==> config.mk <==
export PLATFORM = sky130hd
export DESIGN_NAME = multicycle_control
export DESIGN_NICKNAME = d
export VERILOG_FILES = /design/src/rtl/multicycle_control_pkg.sv /design/src/rtl/multicycle_control_decode.sv /design/src/rtl/multicycle_control.sv
export SDC_FILE = /design/constraint.sdc
export NUM_CORES = 1
export LEC_CHECK = 0
export CAP_MARGIN = 10
export CELL_PAD_IN_SITES_DETAIL_PLACEMENT = 0
export CELL_PAD_IN_SITES_GLOBAL_PLACEMENT = 1
export CORE_UTILIZATION = 29
export CTS_CLUSTER_DIAMETER = 40
export DETAILED_ROUTE_END_ITERATION = 10
export GPL_TIMING_DRIVEN = 1
export HOLD_SLACK_MARGIN = 0.03
export PLACE_DENSITY = 0.72
export SLEW_MARGIN = 0
export SYNTH_ARGS = -nofsm -noshare
export SYNTH_HDL_FRONTEND = slang
export SYNTH_HIERARCHICAL = 1
export SYNTH_SLANG_ARGS = --single-unit
==> constraint.sdc <==
create_clock -name Clk -period 2.2 [get_ports Clk]
set_input_delay 0.33 -clock Clk [delete_from_list [all_inputs] [get_ports Clk]]
set_output_delay 0.33 -clock Clk [all_outputs]
set_load 0.03 [all_outputs]
Figure 1. I/O pins on the die edge.
Pins as bars across the die edge, other pins in gray.
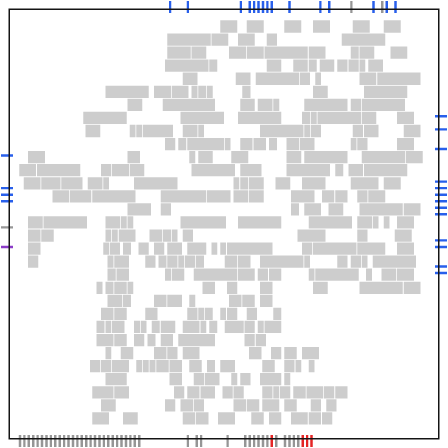
[purple] PC_LdEn | pins: 1 | direction: output | edge: west
[blue] Retired | pins: 32 | direction: output | edge: 15 north, 13 east, 4 west
[red] ALU_func | pins: 4 | direction: output | edge: south
die outline width: 89.1 um
number of buffers added on ports: 60
height of the chip: 89.1 um

Figure 2. Clock network drawn from the DEF.
Bar = 20 um.
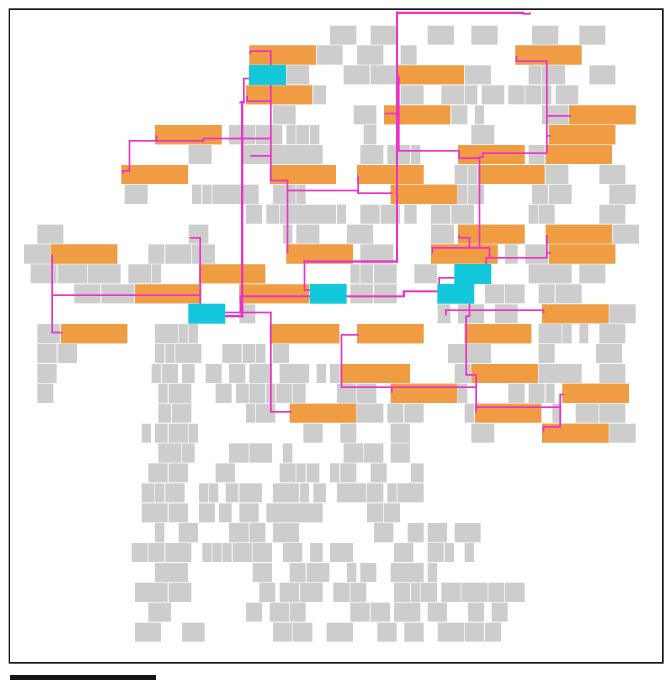
[magenta] clock wires | length: 472 um
[cyan] clock-net drivers | count: 5
[orange] flip-flops | count: 36
routed clock nets: 6
share of total power in the clock network: 0.228
Clk. pwr: 0.000576 W
Fin Clk Skew: 5.10 ps

Figure 3. Cell classes on the final placement.
Fill, decap, tap and diode cells in gray.
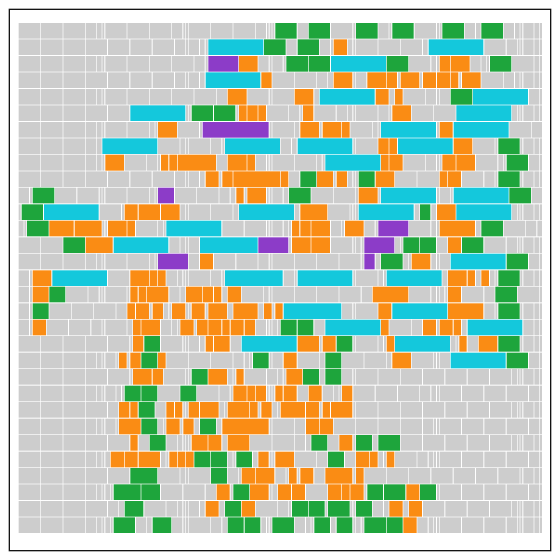
[green] remaining buffers and delay cells | cells: 87
[orange] remaining logic cells | cells: 192
[cyan] sequential cells | cells: 36
[purple] clock drivers and dummy loads | cells: 8
sequential share of cell area: 0.283
Placement Rows: 31
Final Core Density: 0.438
core box area: 7290 sq um

==> run summary <==
cell taking the most area after synthesis -> dfrtp_1
clock latency on the worst-skew pair -> 280 ps
total cells reported by yosys after synthesis -> 233
part of the Yosys area used for sequential elements -> 0.409
vias in the first global route -> 1763
Setup Fix Bufs, Post-CTS -> 0
Final TNS setup -> 0 ps
most numerous logic cells after layout -> 42 x buf_4, 38 x clkdlybuf4s50_1, 33 x dfrtp_1, 23 x nor2_1, 22 x nand2_1
Residual DRC -> 0
gpl congestion -> 0.765
clk sinks -> 36
crit path max-delay cell type -> dfrtp_1
netlist area before placement -> 2200 sq um
crit path DAT -> 1750 ps
actual transition at the worst max-transition pin -> 420 ps
total global routing overflow -> 0
Cell area leaders -> dfrtp_1 41%, xnor2_1 8.0%, and2_1 6.0%, xor2_1 4.0%, nor2_1 3.9%
result of the run -> finished, final reports clean
multi-input combinational area share -> 0.398
Inst Count DP -> 412
initial antenna violation count -> 0
1st-pass router iterations -> 4
Total Nets Final -> 358
relative contribution of sequential cells to total power -> 0.353
area enclosed by the die boundary -> 7940 sq um
relative contribution of combinational cells to total power -> 0.418
number of top-level pins -> 83
number of cells on the worst reg-to-reg path -> 8
Plain + repair buffers -> 87
sum of routed wire length over all layers -> 5090 um
combined flip-flop and latch cell area -> 905 sq um
path class of the lowest-slack min-delay path -> flip-flop to flip-flop
drt wl/cell -> 12.1 um
worst-case setup slack after placement -> -95.7 ps
mean instance size in the synthesized netlist -> 9.45 sq um
fraction of area in non-clock buffers -> 0.238
count of filler cells inserted in the layout -> 737
critical path startpoint category -> flip-flop
-- cell families after synthesis --
kind of cell / after synthesis / synth area share
simple gates: 124 / 0.323
flops: 36 / 0.409
xor+xnor: 33 / 0.142
compound gates: 26 / 0.0853
buf+inv: 11 / 0.0250
mux: 2 / 0.00966
fa+ha+maj: 1 / 0.00568
-- routing by layer --
metal / global-route usage / vias to the layer above / part of all wire
met4: 0.0390 / 0 / 0.012
met1: 0.187 / 911 / 0.48
met2: 0.223 / 29 / 0.48
met3: 0.0277 / 5 / 0.030
li1: - / 990 / -
met5: 0 / - / 0
Power figures rest on the tool's default switching activity, not on a simulated workload.
